Cell classes on the final placement:
Scale bar: 50 um.
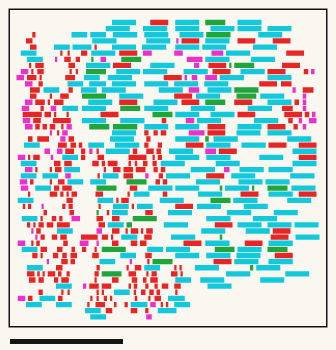
Sizing map:
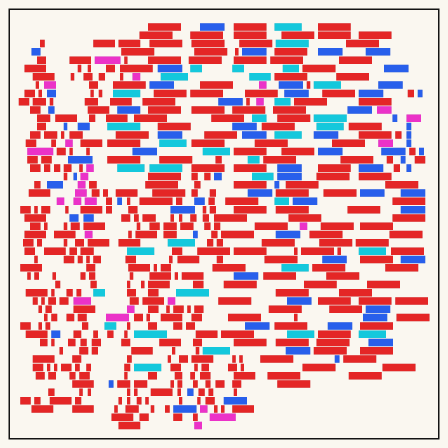
Wiring heat map:
Scale bar: 50 um. The die is cut into 28 by 28 equal tiles; dark purple is low, yellow is high, scaled to the fullest tile. Values are wire area over tile area, all layers added.
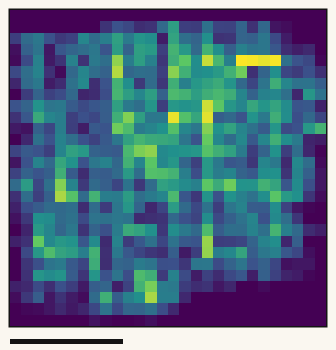
==> src/rtl/uart_rx_fifo.sv <==
// UART receiver with start-bit validation, optional parity, sticky error flags and an RX FIFO.
// Define UART_RX_MAJORITY_EN to take each bit as the 2-of-3 majority around mid-bit.
`timescale 1ns/1ps
module uart_rx_fifo #(
    parameter int unsigned CLK_HZ     = 50000000,
    parameter int unsigned BAUD       = 38400,
    parameter int unsigned DATA_BITS  = 8,
    parameter int unsigned PARITY     = 0,
    parameter int unsigned FIFO_DEPTH = 16
) (
    input  logic                                 clk,
    input  logic                                 rst_n,
    input  logic                                 rxd,
    input  logic                                 rd_en,
    output logic [DATA_BITS-1:0]                 rd_data,
    output logic                                 empty,
    output logic                                 full,
    output logic [$clog2(FIFO_DEPTH+1)-1:0]      count,
    output logic                                 frame_err,
    output logic                                 parity_err,
    output logic                                 overrun,
    input  logic                                 clr_err
);

    localparam int unsigned DIV   = (CLK_HZ + BAUD / 2) / BAUD;
    localparam int unsigned HALF  = DIV / 2;
    localparam int unsigned CNT_W = $clog2(DIV);
    localparam int unsigned AW    = $clog2(FIFO_DEPTH);
    localparam int unsigned CW    = $clog2(FIFO_DEPTH + 1);

    localparam logic [CNT_W-1:0] CNT_LAST = CNT_W'(DIV - 1);
    localparam logic [CNT_W-1:0] CNT_MID  = CNT_W'(HALF);
    localparam logic [CNT_W-1:0] CNT_DEC  = CNT_W'(HALF + 1);
    localparam logic [3:0]       LAST_BIT = 4'(DATA_BITS - 1);
    localparam logic             PAR_EN   = (PARITY != 0);
    localparam logic             PAR_ODD  = (PARITY == 2);

    typedef enum logic [2:0] {StIdle, StStart, StData, StParity, StStop, StWaitHi} state_e;

    state_e                 state_q, state_d;
    logic                   sync_q, line_q, prev_q;
    logic [CNT_W-1:0]       cnt_q, cnt_d;
    logic [3:0]             bit_cnt_q, bit_cnt_d;
    logic [DATA_BITS-1:0]   shift_q, shift_d;
    logic                   par_bad_q, par_bad_d;
    logic                   s_mid_q, bit_val, dec;
    logic                   wr, set_fe, set_pe, set_ov, do_wr, do_rd;
    logic [DATA_BITS-1:0]   mem [FIFO_DEPTH];
    logic [AW-1:0]          wr_ptr_q, rd_ptr_q;
    logic [CW-1:0]          count_q;
    logic                   fe_q, pe_q, ov_q;

    // Every bit is decided at HALF+1 so both sampling builds share one latency.
    assign dec = (cnt_q == CNT_DEC);

`ifdef UART_RX_MAJORITY_EN
    localparam logic [CNT_W-1:0] CNT_LO = CNT_W'(HALF - 1);
    logic s_lo_q;
    always_ff @(posedge clk) begin
        if (!rst_n)                s_lo_q <= 1'b1;
        else if (cnt_q == CNT_LO)  s_lo_q <= line_q;
    end
    assign bit_val = (s_lo_q & s_mid_q) | (s_lo_q & line_q) | (s_mid_q & line_q);
`else
    assign bit_val = s_mid_q;
`endif

    always_comb begin
        state_d   = state_q;
        cnt_d     = (cnt_q == CNT_LAST) ? '0 : cnt_q + 1'b1;
        bit_cnt_d = bit_cnt_q;
        shift_d   = shift_q;
        par_bad_d = par_bad_q;
        wr        = 1'b0;
        set_fe    = 1'b0;
        set_pe    = 1'b0;
        unique case (state_q)
            StIdle: begin
                cnt_d = '0;
                if (prev_q && !line_q) state_d = StStart;
            end
            StStart: begin
                if (dec) begin
                    bit_cnt_d = '0;
                    par_bad_d = 1'b0;
                    state_d   = bit_val ? StIdle : StData;
                end
            end
            StData: begin
                if (dec) begin
                    shift_d   = {bit_val, shift_q[DATA_BITS-1:1]};
                    bit_cnt_d = bit_cnt_q + 1'b1;
                    if (bit_cnt_q == LAST_BIT) state_d = PAR_EN ? StParity : StStop;
                end
            end
            StParity: begin
                if (dec) begin
                    par_bad_d = ((^shift_q) ^ bit_val) != PAR_ODD;
                    state_d   = StStop;
                end
            end
            StStop: begin
                if (dec) begin
                    if (!bit_val) begin
                        set_fe  = 1'b1;
                        state_d = StWaitHi;
                    end else begin
                        set_pe  = par_bad_q;
                        wr      = !par_bad_q;
                        state_d = StIdle;
                    end
                end
            end
            StWaitHi: begin
                cnt_d = '0;
                if (line_q) state_d = StIdle;
            end
            default: state_d = StIdle;
        endcase
    end

    assign empty   = (count_q == '0);
    assign full    = (count_q == CW'(FIFO_DEPTH));
    assign count   = count_q;
    assign rd_data = empty ? '0 : mem[rd_ptr_q];
    assign do_rd   = rd_en && !empty;
    assign do_wr   = wr && (!full || do_rd);
    assign set_ov  = wr && full && !do_rd;

    assign frame_err  = fe_q;
    assign parity_err = pe_q;
    assign overrun    = ov_q;

    always_ff @(posedge clk) begin
        if (do_wr) mem[wr_ptr_q] <= shift_q;
    end

    always_ff @(posedge clk) begin
        if (!rst_n) begin
            state_q   <= StIdle;
            sync_q    <= 1'b1;
            line_q    <= 1'b1;
            prev_q    <= 1'b1;
            cnt_q     <= '0;
            bit_cnt_q <= '0;
            shift_q   <= '0;
            par_bad_q <= 1'b0;
            s_mid_q   <= 1'b1;
            wr_ptr_q  <= '0;
            rd_ptr_q  <= '0;
            count_q   <= '0;
            fe_q      <= 1'b0;
            pe_q      <= 1'b0;
            ov_q      <= 1'b0;
        end else begin
            state_q   <= state_d;
            sync_q    <= rxd;
            line_q    <= sync_q;
            prev_q    <= line_q;
            cnt_q     <= cnt_d;
            bit_cnt_q <= bit_cnt_d;
            shift_q   <= shift_d;
            par_bad_q <= par_bad_d;
            if (cnt_q == CNT_MID) s_mid_q <= line_q;
            if (do_wr) wr_ptr_q <= wr_ptr_q + AW'(1);
            if (do_rd) rd_ptr_q <= rd_ptr_q + AW'(1);
            count_q   <= count_q + CW'(do_wr) - CW'(do_rd);
            // A new error in the same cycle as clr_err keeps the flag set.
            fe_q      <= set_fe | (fe_q & !clr_err);
            pe_q      <= set_pe | (pe_q & !clr_err);
            ov_q      <= set_ov | (ov_q & !clr_err);
        end
    end

endmodule
==> config.mk <==
export PLATFORM = sky130hd
export DESIGN_NAME = uart_rx_fifo
export DESIGN_NICKNAME = d
export VERILOG_FILES = /design/src/rtl/uart_rx_fifo.sv
export SDC_FILE = /design/constraint.sdc
export NUM_CORES = 1
export LEC_CHECK = 0
export CAP_MARGIN = 20
export CELL_PAD_IN_SITES_DETAIL_PLACEMENT = 1
export CELL_PAD_IN_SITES_GLOBAL_PLACEMENT = 1
export CORE_MARGIN = 2
export CORE_UTILIZATION = 40
export CTS_CLUSTER_DIAMETER = 50
export DETAILED_ROUTE_END_ITERATION = 8
export GPL_TIMING_DRIVEN = 0
export PLACE_DENSITY_LB_ADDON = 0.1
export RECOVER_POWER = 50
export SLEW_MARGIN = 20
export SYNTH_ARGS = -nofsm -noshare
export SYNTH_HDL_FRONTEND = slang
export SYNTH_SLANG_ARGS = --single-unit
==> constraint.sdc <==
create_clock -name clk -period 2.84 [get_ports clk]
set_input_delay 0.568 -clock clk [delete_from_list [all_inputs] [get_ports clk]]
set_output_delay 0.568 -clock clk [all_outputs]
set_load 0.005 [all_outputs]
==> notes.md <==
Notes on the physical design

The worst setup timing slack at the placement stage is -0.619 ns. The root buffer cell is clkbuf_16. The synthesis warning total is 0. Hold-check failures listed in the final report amount to 0. The via count of the first global-routing pass is around 4,400.

The post-route netlist has a little under a quarter of its cells at a drive strength greater than 1. The number of placed instances, taps included, is 726. The critical path start-end classification is flop to primary output. The maximum clock rate is 340 MHz. The vertical die size is 140 um. The total count of max-transition violations in the final report is 0. Per the finish-stage timing summary, setup violations number 8. The later pin in the worst-skew pair is clocked with a latency of 0.43 ns. In this run the mean area of a mapped cell was 15.6 um^2. The row count is 49. The register clock-pin slew on the reported worst setup and hold paths is roughly 0.06 ns. For reference, the critical path cell chain is buf_12 -> buf_8 -> mux4_2 -> mux4_2 -> nor2b_1 -> buf_2. The worst setup skew after layout is 0.00792 ns. The total inserted antenna cells is 0.

The longest clock path from root to sink contains 2 buffers. After layout, the minimum clock period comes to 2.95 ns. The worst setup path is captured at a primary output. The largest vdd supply drop is 0.483 mV. The power per cell area is 814 mW/mm^2. The number of detailed-routing iterations run before antenna repair is 4. The final worst-path cycle share is 104%. The main area contributors are edfxtp_1 (52%), dfxtp_1 (14%), mux4_2 (12%), ha_1 (2.4%), nor2_1 (2.0%). Among all stages on the critical path, the largest delay is contributed by mux4_2. The arithmetic-cell share of the synthesized area counting full adders, half adders and majority gates is 2.63%. Per STA, the library cell used most along the worst path is mux4_2. The synthesized netlist handed to floorplanning was reported with a cell count of between 400 and 500. Counting the buffers created by CTS gives 17.

The final layout contains routed wiring with a total length of 16,500 um. The data required time of the worst path is 2.27 ns. After legalization and detailed placement, the total HPWL measured 11,000 um. The multiplexer share of the synthesized area is 13.9%.

The final layout net count is roughly 550. According to the hold report, the worst path is of the flop to flop type. Along the critical path, the tally of buffer and inverter instances is 3. At the pin with the least slew margin, the transition time is just under 0.9 ns.

The critical path launch point type is a flop. The width of the die is 140 um. In this run the maximum-capacitance check reported violations numbering 0. The CTS log lists the clock sinks for this run as approximately 180. The most used flip-flop cell after synthesis is edfxtp_1.

In the routed layout, each cell is associated on average with a via count of ~5.3. For this design the top-level I/O count stands at 23. The number of nets with antenna violations after detailed routing is 0. The least setup slack across all paths after layout is -0.105 ns. After its last routability iteration, the placer logged a weighted congestion of 0.760. The average wire per standard cell is roughly 21 um. The leading area contributor after synthesis is edfxtp_1. The count of non-filler cells in the finished layout is 772. The post-layout utilization of the core is 48.8%. The chip area from the yosys synthesis statistics is 0.00742 mm^2. The fraction of the mapped netlist area in simple logic gates is under 10%.

The routed layout has 4,104 vias. Counting every net in the synthesized netlist gives 495. The total power is 7.19 mW. The flow ran to the end, but the final reports show violations. TritonCTS built the clock tree. Setup repair after global routing could not meet its margin everywhere. The area fraction in compound gates is approximately 2.6%. After detailed routing, the number of remaining DRC violations is 0. Across every metal layer, demand over resource in global routing totals 17.8%. The worst slew margin relative to its limit is 42.1%. The maximum number of pins on one net before global-route repair is 20. Summing over the stages, the warning tally comes to 34.

Of the total synthesized cell area, the portion taken by XOR and XNOR cells is 3.19%. The die covers between 0.015 and 0.02 mm^2. The remaining global-route overflow is 0. The final reports fail on negative setup slack. On the critical path the largest part of the delay comes from multiplexers. Yosys stat counts 475 cells in the synthesized netlist. The number of unique standard cell types used by synthesis is 51. The count of hold buffers inserted by post-cts repair is 0. Per the OpenROAD power report, leakage power amounts to 2.97 nW.
Notes on 'cell classes on the final placement' above:
Key: green = clock drivers and dummy loads [cells 32, share of their area 7.6%]; red = remaining logic cells [cells 271, share of their area 30%]; cyan = registers [cells 179, share of their area 57%]; magenta = remaining buffers and delay cells [cells 61, share of their area 5.8%]
flip-flop and latch share of the layout cell area: 55.2%
final design instance area without fill: 0.00883 mm^2
Core Area: 0.0181 mm^2

Notes on 'sizing map' above:
Key: magenta = x3 and x4 [cells 26, share 4.8%]; red = x1 and smaller [cells 413, share 76%]; blue = x2 [cells 70, share 13%]; cyan = x6 and larger [cells 34, share 6.3%]
non-clock buffer count: 61
setup ws final: -0.105 ns
area added between synthesis and finish: 19.0%

Notes on 'wiring heat map' above:
The mean over all tiles is 0.13. The fullest tile reaches 0.42. The densest ninth of the die: centre. 15% of the tiles are nearly empty. The emptiest ninth of the die: south-east. 20% of the tiles are over half the peak.

synthesized netlist by cell type, types with 2 or more instances:
master,instances
a311oi_1,2
clkbuf_1,14
a21oi_1,7
ha_1,14
mux2i_1,12
o21ai_0,4
and3_1,15
nand2_1,13
o21a_1,3
nand3b_1,2
buf_6,2
edfxtp_1,128
nor4_1,2
nor2_1,39
xnor2_1,16
nand2b_1,7
mux4_2,40
and2_1,3
or4_1,2
nor4bb_1,3
nand4_1,4
buf_2,7
nor2b_1,15
buf_1,2
nand3_1,9
inv_1,15
or3_1,3
nor3_1,9
xor2_1,11
dfxtp_1,51
power by group:
part	internal (mW)	leakage [nW]	switching (mW)
registers	2.83	1.60	0.104
logic	0.930	1.06	0.735
clock network	1.63	0.311	0.954
total	5.39	2.97	1.79
path summary, 6_finish.rpt:
kind                                          start                   to  cells after the start
worst max register to register  cnt_q[5]$_SDFF_PP0_  count[4]$_SDFF_PN0_                     14
worst min-delay path              sync_q$_SDFF_PN1_    line_q$_SDFF_PN1_                      1
worst min register to register    sync_q$_SDFF_PN1_    line_q$_SDFF_PN1_                      1
worst max-delay path                           flop           rd_data[2]                      6
flip-flops by register name (all words and copies together) (netlist names), named ones only:
name and count:
mem 128, cnt_q 11, shift_q 8, count 5, bit_cnt_q 4, rd_ptr_q 4, wr_ptr_q 4, state_q 3
bit_val 1, frame_err 1, line_q 1, overrun 1, par_bad_q 1, parity_err 1, prev_q 1, sync_q 1
what timing repair did:
| action | in CTS | in global routing |
|---|---|---|
| setup endpoints to repair | 133 | 91 |
| resized | 78 | 15 |
| buffers inserted | 12 | 7 |
| gates cloned | 2 | 0 |
| pin swaps | 9 | 7 |
cell type report:
class	instances	area (um^2)
Fill cell	1749	9260
Buffer	20	150
Clock inverter	13	213
Timing Repair Buffer	41	345
Tap cell	229	287
Sequential cell	179	4880
Multi-Input combinational cell	255	2470
Inverter	16	60.1
Clock buffer	19	433
layout by cell type, fill, tap and decap left out, types with 7 or more instances in the layout:
cell type        instances
edfxtp_1               128
dfxtp_1                 46
mux4_2                  40
nor2_1                  38
clkbuf_16               17
xnor2_1                 16
and3_1                  14
inv_1                   13
ha_1                    13
buf_4                   13
nor2b_1                 12
clkbuf_1                12
mux2i_1                 12
buf_2                   11
xor2_1                  11
nand2_1                 11
nand3_1                  8
nor3_1                   8
clkdlybuf4s50_1          8
nand2b_1                 7
metal layers:
metal	routed length, um	global-route usage (%)	share of wire (%)
met5	13	0	0.079
met4	289	6.75	1.8
met3	524	4.14	3.2
met2	8320	30.0	50
met1	7360	22.6	45
cell families after synthesis:
group	after synthesis
and+or+nand+nor	132
xor gates and xnor gates	27
adders and majority gates	15
buffers and inverters	41
DFF	179
muxes	53
AOI/OAI and AO/OA	28
Power and IR drop assume default switching activity.
